run_1/pdn.png
Pins as bars on the die edge. Tap cells in grey.
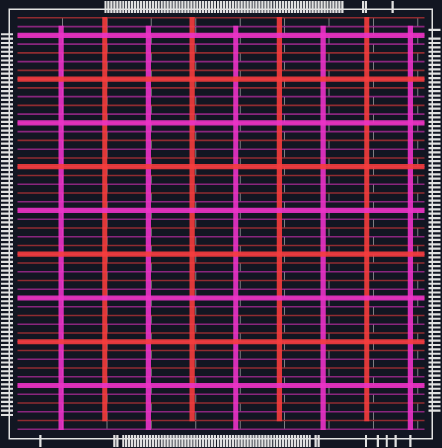
run_1/clock_map.png
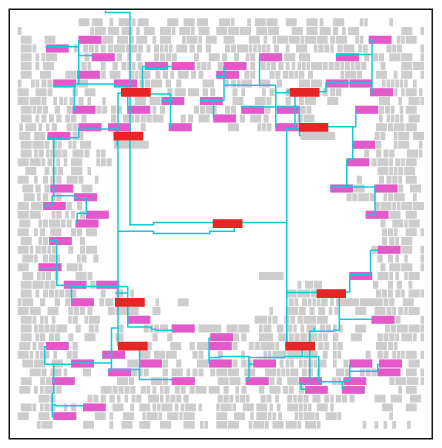
run_1/final_congestion.png
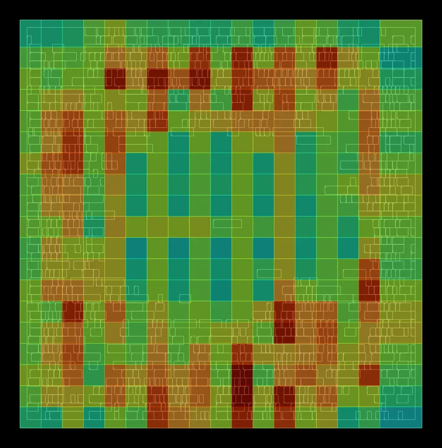
--- src/rtl/rf_wb_arbiter_pkg.sv ---
// Shared constants for the register-file write-back arbiter.
// Holds the default requester count, address/data widths and the
// stall-counter width.
package rf_wb_arbiter_pkg;

  localparam int NUM_REQ_DEF = 3;
  localparam int AW_DEF      = 3;
  localparam int DW_DEF      = 64;
  localparam int STALL_CW    = 16;

  // Index width for a pointer over n requesters (at least one bit).
  function automatic int idx_width(input int n);
    return (n > 1) ? $clog2(n) : 1;
  endfunction

endpackage

--- src/rtl/rf_wb_arbiter_rr.sv ---
// Round-robin grant logic: the search starts at ptr and ascends modulo N.
// The first valid requester found is granted, producing a one-hot grant,
// the granted index, and an any-grant flag.
module rr_arbiter
  import rf_wb_arbiter_pkg::*;
#(
  parameter int N  = NUM_REQ_DEF,
  parameter int IW = idx_width(NUM_REQ_DEF)
) (
  input  logic [N-1:0]  req,
  input  logic [IW-1:0] ptr,
  output logic [N-1:0]  grant,
  output logic [IW-1:0] idx,
  output logic          any
);

  int k;

  // Walk the requesters starting at ptr and pick the first valid one.
  always_comb begin
    grant = '0;
    idx   = '0;
    any   = 1'b0;
    k     = 0;
    for (int off = 0; off < N; off++) begin
      k = (int'(ptr) + off) % N;
      if (!any && req[k]) begin
        any      = 1'b1;
        grant[k] = 1'b1;
        idx      = IW'(k);
      end
    end
  end

endmodule

--- src/rtl/rf_wb_arbiter.sv ---
// Shares the register file's single write port among NUM_REQ requesters.
// A round-robin grant is issued each cycle, and the winner's addr/data are
// registered onto the rf_* port with a latency of one cycle.
// Optional macro RF_WB_STALL_CNT_EN adds per-requester saturating stall
// counters; without it, stall_cnt is tied to zero.
module rf_wb_arbiter
  import rf_wb_arbiter_pkg::*;
#(
  parameter int NUM_REQ = NUM_REQ_DEF,
  parameter int AW      = AW_DEF,
  parameter int DW      = DW_DEF
) (
  input  logic                         clk,
  input  logic                         reset,
  input  logic [NUM_REQ-1:0]           req_valid,
  input  logic [NUM_REQ*AW-1:0]        req_addr,
  input  logic [NUM_REQ*DW-1:0]        req_data,
  output logic [NUM_REQ-1:0]           req_ready,
  output logic                         rf_wena,
  output logic [AW-1:0]                rf_waddr,
  output logic [DW-1:0]                rf_wdata,
  output logic [2**AW-1:0]             rf_busy,
  output logic [NUM_REQ*STALL_CW-1:0]  stall_cnt
);

  localparam int IW = idx_width(NUM_REQ);

  logic [IW-1:0]      ptr_reg;
  logic [IW-1:0]      ptr_next;
  logic [NUM_REQ-1:0] req_masked;
  logic [NUM_REQ-1:0] grant;
  logic [IW-1:0]      grant_idx;
  logic               grant_any;

  // No request may be accepted while reset is high.
  assign req_masked = reset ? '0 : req_valid;

  rr_arbiter #(
    .N  (NUM_REQ),
    .IW (IW)
  ) u_rr (
    .req   (req_masked),
    .ptr   (ptr_reg),
    .grant (grant),
    .idx   (grant_idx),
    .any   (grant_any)
  );

  assign req_ready = grant;

  // Pointer moves one past the winner; it holds when nobody is granted.
  always_comb begin
    ptr_next = ptr_reg;
    if (grant_any) begin
      ptr_next = (grant_idx == IW'(NUM_REQ - 1)) ? '0 : grant_idx + IW'(1);
    end
  end

  // Priority pointer register.
  always_ff @(posedge clk) begin
    if (reset) ptr_reg <= '0;
    else       ptr_reg <= ptr_next;
  end

  // Registered write port; address/data hold when there is no grant.
  always_ff @(posedge clk) begin
    if (reset) begin
      rf_wena  <= 1'b0;
      rf_waddr <= '0;
      rf_wdata <= '0;
    end else begin
      rf_wena <= grant_any;
      if (grant_any) begin
        rf_waddr <= req_addr[grant_idx*AW +: AW];
        rf_wdata <= req_data[grant_idx*DW +: DW];
      end
    end
  end

  // One-hot mask of the register being written this cycle.
  for (genvar gi = 0; gi < 2**AW; gi++) begin : g_busy
    assign rf_busy[gi] = rf_wena && (rf_waddr == AW'(gi));
  end

`ifdef RF_WB_STALL_CNT_EN
  for (genvar gi = 0; gi < NUM_REQ; gi++) begin : g_stall
    logic [STALL_CW-1:0] cnt_reg;
    // Count cycles where this requester waits; saturate at all ones.
    always_ff @(posedge clk) begin
      if (reset) begin
        cnt_reg <= '0;
      end else if (req_valid[gi] && !grant[gi] && (cnt_reg != {STALL_CW{1'b1}})) begin
        cnt_reg <= cnt_reg + STALL_CW'(1);
      end
    end
    assign stall_cnt[gi*STALL_CW +: STALL_CW] = cnt_reg;
  end
`else
  assign stall_cnt = '0;
`endif

endmodule
--- config.mk ---
export PLATFORM = sky130hd
export DESIGN_NAME = rf_wb_arbiter
export DESIGN_NICKNAME = d
export VERILOG_FILES = /design/src/rtl/rf_wb_arbiter_pkg.sv /design/src/rtl/rf_wb_arbiter_rr.sv /design/src/rtl/rf_wb_arbiter.sv
export SDC_FILE = /design/constraint.sdc
export NUM_CORES = 1
export LEC_CHECK = 0
export ABC_AREA = 1
export CORE_AREA = 2 2 129 131
export DETAILED_ROUTE_END_ITERATION = 12
export DIE_AREA = 0 0 131 133
export PLACE_DENSITY = 0.79
export REMOVE_ABC_BUFFERS = 1
export SLEW_MARGIN = 20
export SYNTH_ARGS = -nofsm -noshare
export SYNTH_HDL_FRONTEND = slang
export SYNTH_SLANG_ARGS = --single-unit
--- constraint.sdc ---
create_clock -name clk -period 3.66 [get_ports clk]
set_input_delay 0.549 -clock clk [delete_from_list [all_inputs] [get_ports clk]]
set_output_delay 0.549 -clock clk [all_outputs]
set_load 0.05 [all_outputs]
==> reports/results.ini, run 1 <==
[run_status]
outcome=finished clean

[drt]
drc_errors=0
dr_wl_met2_um=8880
drt-total-wl_um=18300
vias=6121
route.antenna.remaining_nets=0
route.detailed.vias_per_inst=4.80
drt_first_iter_violations=322
topRoutingLayerUsed=met4
routedWlPerCell_um=14.4
met3_wl_post_dr_um=1690
wl_met1_um=7300

[synthesis]
synthCells=801
asyncSetResetFlopFracSynth=0
synth_cell_types=26
ys_chip_area_um2=4980
seq_area_frac_synth=0.281
ys_dominant_reg_cell=dfxtp_1
synth-cells-yosys=801
mapped_avg_cell_area_um2=6.22
enable_flop_cells=0
post_synth_instance_area_um2=4980
ys_seq_elements=70
synthesis.yosys.warnings=0

[hold_path]
hold_class=flip-flop to flip-flop
worst_hold_startpoint=ptr_reg[1]
holdPathStages=2
holdPathEnd=ptr_reg[1]

[job]
max_cap_viol_count=0
openroad_warning_count=28

[global_routing]
overflow=0
vias_in_the_first_global_route=5755
largest_net_degree_at_the_start_of_global_routing=69
grt_antenna_before_repair=0
global_route.usage.met3=0.0465
grt_pass1_wl_um=28400
grt-busiest-layer=met2
grtUsageMet2=0.355

[clock_tree]
tritoncts.num_buffers=9
clock_tree_from_tritoncts=yes
cts.repair.resized=0
clock_sink_count=70
clock-root-buffer=clkbuf_16
clock_tree.htree_level_count=3
cts_post_setup_buffers_inserted=0
holdBufCountCts=0
clk_pin_slew_ns=0.06
clock_tree.buffer_depth=2

[worst_setup_path]
critPathKind=primary input to primary output
startpoint_of_the_most_critical_register_to_register_path=ptr_reg[0]
critical_path.max_fanout=16
setup.worst_path.start_class=primary input
worstPathArrival_ns=2.36
worst-r2r-cell-count=15
r2r_slack_ns=1.00
end_kind=primary output
timing.critical_path.required_ns=3.11

[finish]
total_number_of_multi_input_combinational_cells=524
antenna_cells_inserted=0
register_area_um2=1400
largest_reg_flops=64
finalInstanceArea_um2=8070
multi_input_logic_portion_of_the_cell_area=0.314
layout.non_clock_buffers=297
largestClassByArea=buffers
num-fill-cells=1580
inverters_excl_clock=148
stdcell_count=1275
flops=70
layout.area.comb_um2=2530
num-clock-buffers=11
p_r_area_growth_vs_syn_pct=62.1
layout.nets=1260
layout.cells.most_common=clkdlybuf4s50_1
final_layout_top_logic_cells=clkdlybuf4s50_1 (281), nand3_1 (149), inv_1 (145)

[sta]
drv_slew=0
share_of_the_cycle_needed_by_the_critical_path_after_routing=0.795
hold_viol=0
final_period_minus_worst_setup_slack_ns=2.91
finalHoldWorstSlack_ns=0.528
setup_total_neg_slack_ns=0
fmax_mhz=343
relSlewSlack=0.449
setup-violations-final=0
rsz_0062_raised_after_global_routing=false
timing_worst_slew_pin_value_ns=0.826
postLayoutSetupSlackWorst_ns=0.749

[floorplanning]
tap_cells=220
top_level_ports=333
core-area_um2=16200
floorplan.initialDensity=0.308
die_area_um2=17400
placementRows=47

[placement]
port-buffer-count=284
gp_congestion=0.874
dp_cells=1259
place_hpwl_um=12900
post_dp_cell_area_um2=7750
dp_worst_setup_slack_ns=0.652

[power]
total_power_mw=8.12
leakage_nw=3.80
power.density_nw_per_um2=1010

## Picture notes: pdn.png
legend:
  VSS:
    colour: magenta
  VDD:
    colour: red
met5 straps: 9
signal pins: 333
rows: 47
tap cells: 220
x dimension of the die: 131 µm
peak supply drop: 0.564 mV

## Picture notes: clock_map.png
legend:
  clock wires:
    colour: cyan
    length: 1110 µm
  flip-flops:
    colour: magenta
    count: 70
  cells driving clock nets:
    colour: red
    count: 9
routed clock nets: 10
fraction of power consumed by the clock network: 0.119
worst clock skew: 0.00503 ns
later-pin clock latency in the skew report: 0.34 ns

## Picture notes: final_congestion.png
Finished Core Util: 0.499
aggregate global-route resource usage: 0.205
M1 GR Usage: 0.241

==> run 1: cell families after synthesis <==
| kind of cell | count (synthesis) | share of synthesized area |
|---|---|---|
| simple gates | 265 | 0.252 |
| buf+inv | 254 | 0.246 |
| compound gates | 207 | 0.210 |
| flops | 70 | 0.281 |
| fa+ha+maj | 4 | 0.0101 |
| other cells | 1 | 0.000753 |
==> run 1: critical path, cell delays in order <==
cell	delay (ns)
clkdlybuf4s50_1	0.46
inv_2	0.15
nand2_1	0.13
o21ai_2	0.21
nand2_4	0.13
nand2_2	0.10
nand2_2	0.06
nand2_4	0.17
o21ai_0	0.17
buf_4	0.23
==> run 1: worst max-delay path by stage <==
stage	start	end	slack [ns]	cells past startpoint
6_report	reset	req_ready[1]	0.75	10
5_1_grt	reset	req_ready[0]	0.59	10
4_1_cts	reset	req_ready[1]	0.76	10
3_5_place_dp	reset	rf_waddr[2]	0.65	14
3_3_place_gp	reset	rf_waddr[2]	0.72	14
2_1_floorplan	reset	req_ready[1]	0.35	7
==> run 1: where the power goes <==
part / total, mW / internal, mW / switching [mW]
clock: 0.966 / 0.617 / 0.349
combinational: 5.88 / 1.90 / 3.98
sequential: 1.27 / 1.10 / 0.169
total: 8.12 / 3.62 / 4.50
==> run 1: cell usage after synthesis, types with 2 or more instances <==
cell type  count  area, µm²
a21oi_1      135        676
buf_1          4       15.0
buf_2         22        110
buf_4         53        398
buf_6          6       67.6
clkbuf_1      21       78.8
dfxtp_1       70       1400
ha_1           4       50.1
inv_1        145        544
inv_2          3       11.3
nand2_1       90        338
nand2_2        4       25.0
nand2_4        2       22.5
nand3_1      149        746
nand3_2        2       20.0
nor2_1        13       48.8
nor2_4         2       22.5
o21ai_0       68        340
## Run 2: what changed since run 1
--- a/config.mk
+++ b/config.mk
@@ -6,10 +6,10 @@
 export NUM_CORES = 1
 export LEC_CHECK = 0
 export ABC_AREA = 1
-export CORE_AREA = 2 2 129 131
+export CORE_AREA = 2 2 130 132
 export DETAILED_ROUTE_END_ITERATION = 12
-export DIE_AREA = 0 0 131 133
-export PLACE_DENSITY = 0.79
+export DIE_AREA = 0 0 132 134
+export PLACE_DENSITY = 0.8
 export REMOVE_ABC_BUFFERS = 1
 export SLEW_MARGIN = 20
 export SYNTH_ARGS = -nofsm -noshare
==> constraint.sdc (replaced) <==
create_clock -name clk -period 2.3 [get_ports clk]
set_input_delay 0.345 -clock clk [delete_from_list [all_inputs] [get_ports clk]]
set_output_delay 0.345 -clock clk [all_outputs]
set_load 0.05 [all_outputs]
==> run 2 against run 1 <==
The run now ends with setup timing left. Global-route usage is 0.53 points lower. Synthesized area stayed put. Worst hold slack lost 0.011 ns. Die size is 1.5% higher. Via count grew 2.3%. Power grew 73%. Count of clock-buffer cells in the layout down 1. Critical path type unchanged.
==> reports/results.ini, run 2 <==
[run_status]
outcome=finished, violations left
violated_checks=setup timing

[synthesis]
ys_chip_area_um2=4980
post_synth_instance_area_um2=4980
post_synth_most_frequent_cells=nand3_1 (149), inv_1 (145), a21oi_1 (135)
top_area_frac=0.281
asyncSetResetFlopFracSynth=0
enable_flop_cells=0
synthesis.yosys.warnings=0
synth-cells-yosys=801
mapped_avg_cell_area_um2=6.22
seq_area_frac_synth=0.281
ys_top_cells_by_area=dfxtp_1 (28%), nand3_1 (15%), a21oi_1 (14%), inv_1 (11%), buf_4 (8.0%)
synthCells=801
ys_seq_elements=70
netlist.top_cell.by_instances=nand3_1
ys_dominant_reg_cell=dfxtp_1
synth_cell_types=26
netlist.top_cell.by_area=dfxtp_1

[power]
leakage_nw=4.00
total_power_mw=14.0
power.density_nw_per_um2=1640
vdd_drop_max_mv=1.11

[global_routing]
grt_use_total=0.199
overflow=0
grt_antenna_before_repair=0
largest_net_degree_at_the_start_of_global_routing=37
grt_pass1_wl_um=28800
vias_in_the_first_global_route=5839

[worst_setup_path]
delay_contributed_by_the_slowest_stage_of_the_critical_path_ns=0.43
cp_slowest_cell=clkdlybuf4s50_1
setup.worst_path.start_class=primary input
worstPathArrival_ns=2.01
critical_path.max_fanout=8
crit_chain=clkdlybuf4s50_1, inv_2, nand2_1, o21ai_4, nand2_8, nand2_2, nand2_2, nand2_4, o21ai_1, buf_4, buf_8
timing.critical_path.required_ns=1.96
critPathKind=primary input to primary output
end_kind=primary output
crit_path_frequent_cell=nand2_2

[clock_tree]
clock_sink_count=70
clock_tree_from_tritoncts=yes
clock_tree.buffer_depth=2
clock_tree.htree_level_count=3
clock_insertion_delay_worst_skew_ns=0.34
clk_pin_slew_ns=0.05
clock-root-buffer=clkbuf_16
holdBufCountCts=0
tritoncts.num_buffers=9

[floorplanning]
die_y_extent_um=134
chipWidth_um=132
core-area_um2=16300
top_level_ports=333
floorplan.initialDensity=0.306
die_area_um2=17700

[drt]
drc_errors=0
route.antenna.remaining_nets=0
detail_route.first_pass.iterations=5
routedWlPerCell_um=14.4
drt-total-wl_um=18700
drt_first_iter_violations=328
vias=6259
route.detailed.vias_per_inst=4.80

[placement]
dp_worst_setup_slack_ns=-0.115
dp_cells=1280
gp_congestion=0.875
place_hpwl_um=13400
post_dp_cell_area_um2=8070
port-buffer-count=284

[sta]
fmax_mhz=424
relSlewSlack=0.627
final_period_minus_worst_setup_slack_ns=2.36
postLayoutSetupSlackWorst_ns=-0.0587
setup-violations-final=2
timing_worst_slew_pin_value_ns=0.558
setup_total_neg_slack_ns=-0.0659
finalHoldWorstSlack_ns=0.517
hold_viol=0
drv_slew=0
rsz_0062_raised_after_global_routing=true
share_of_the_cycle_needed_by_the_critical_path_after_routing=1.03

[finish]
layout.nets=1290
stdcell_count=1304
largest_reg_flops=64
p_r_area_growth_vs_syn_pct=71.5
layout.area.comb_um2=2640
final_layout_top_logic_cells=clkdlybuf4s50_1 (281), nand3_1 (144), inv_1 (142)
antenna_cells_inserted=0
layout.cells.most_common=clkdlybuf4s50_1
num-fill-cells=1521
final_layout_size_suffix_gt1_frac=0.0876

[job]
max_cap_viol_count=0
openroad_warning_count=30

[hold_path]
hold_class=flip-flop to flip-flop

-- run 2: cell counts after synthesis --
Identical to the previous run, type by type.
-- run 2: area by class of cell --
class	instances	area share
timing repair buffer	327	0.396
multi-input combinational	524	0.309
sequential	70	0.165
inverter	148	0.0659
tap	220	0.0322
clock buffer	10	0.0280
clock inverter	5	0.00425
-- run 2: path summary, 6_finish.rpt --
kind | startpoint | endpoint | slack (ns) | cells after the start
min reg2reg | ptr_reg[1] | ptr_reg[1] | 0.52 | 2
max reg2reg | ptr_reg[0] | rf_wdata[47] | 0.15 | 13
min | ptr_reg[1] | ptr_reg[1] | 0.52 | 2
max | reset | req_ready[1] | -0.06 | 11
-- run 2: critical path: cells and delay by family --
family / cells / cell delay (ns)
AND/OR/NAND/NOR: 5 / 0.53
AND-OR/OR-AND: 2 / 0.32
buffers and inverters: 4 / 0.80
-- run 2: cell families (layout without fill, tap and decap cells) --
family / after synthesis / after routing / share of synthesized area
and+or+nand+nor: 265 / 265 / 0.252
buffers and inverters: 254 / 490 / 0.246
AOI/OAI and AO/OA: 207 / 207 / 0.210
DFF: 70 / 70 / 0.281
adders and majority gates: 4 / 4 / 0.0101
other: 1 / 48 / 0.000753
-- run 2: what timing repair did --
item,4_1_cts,5_1_grt
pin swaps,4,10
buffers inserted,4,5
hold endpoints to repair,0,0
resized,14,20
setup endpoints to repair,4,5
-- run 2: report_power, final --
group / internal (mW) / switching [mW]
Combinational: 4.03 / 6.64
Clock: 0.753 / 0.562
Sequential: 1.77 / 0.278
-- run 2: per-layer routing --
metal	track usage	up-vias	part of all wire
li1	-	3038	-
met1	0.234	2844	0.40
met2	0.352	341	0.50
met3	0.0397	36	0.075
met4	0.0882	0	0.027
met5	0	-	0
run_2/cell_classes.png
The bar under the picture is 50 µm long.
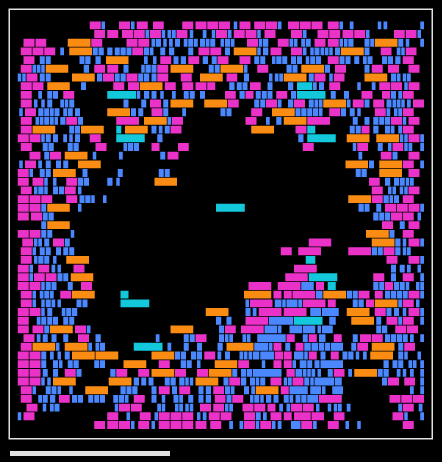
legend:
  all other logic:
    colour: blue
    cells: 672
  clock drivers and dummy loads:
    colour: cyan
    cells: 15
  other buffers and delay cells:
    colour: magenta
    cells: 327
  flip-flops:
    colour: orange
    cells: 70
Finished Core Util: 0.524
Rows: 47
post-route cell area: 8540 µm²

run_2/registers.png
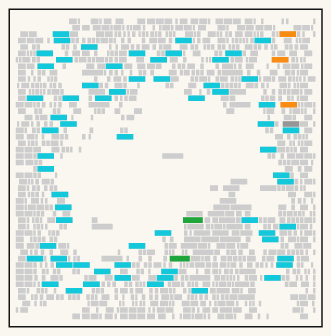
legend:
  ptr_reg:
    colour: green
    flops: 2
  rf_wdata:
    colour: cyan
    flops: 64
    where: all over the die
  rf_waddr:
    colour: orange
    flops: 3
not coloured: 1
Storage cell area: 1410 µm²
register fraction of the total cell area: 0.165
sequential logic power: 2.04 mW

run_2/clock_map.png
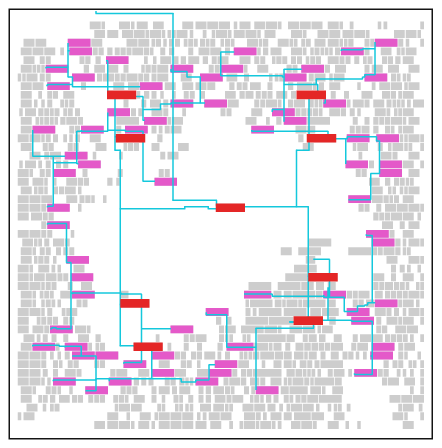
legend:
  clock wires:
    colour: cyan
    length: 1170 µm
  flip-flops:
    colour: magenta
    count: 70
  cells driving clock nets:
    colour: red
    count: 9
flops lie: all over the die
power drawn by the clock network: 1.32 mW
worst clock skew: 0.00660 ns
fraction of power consumed by the clock network: 0.094

Power and IR drop assume default switching activity.
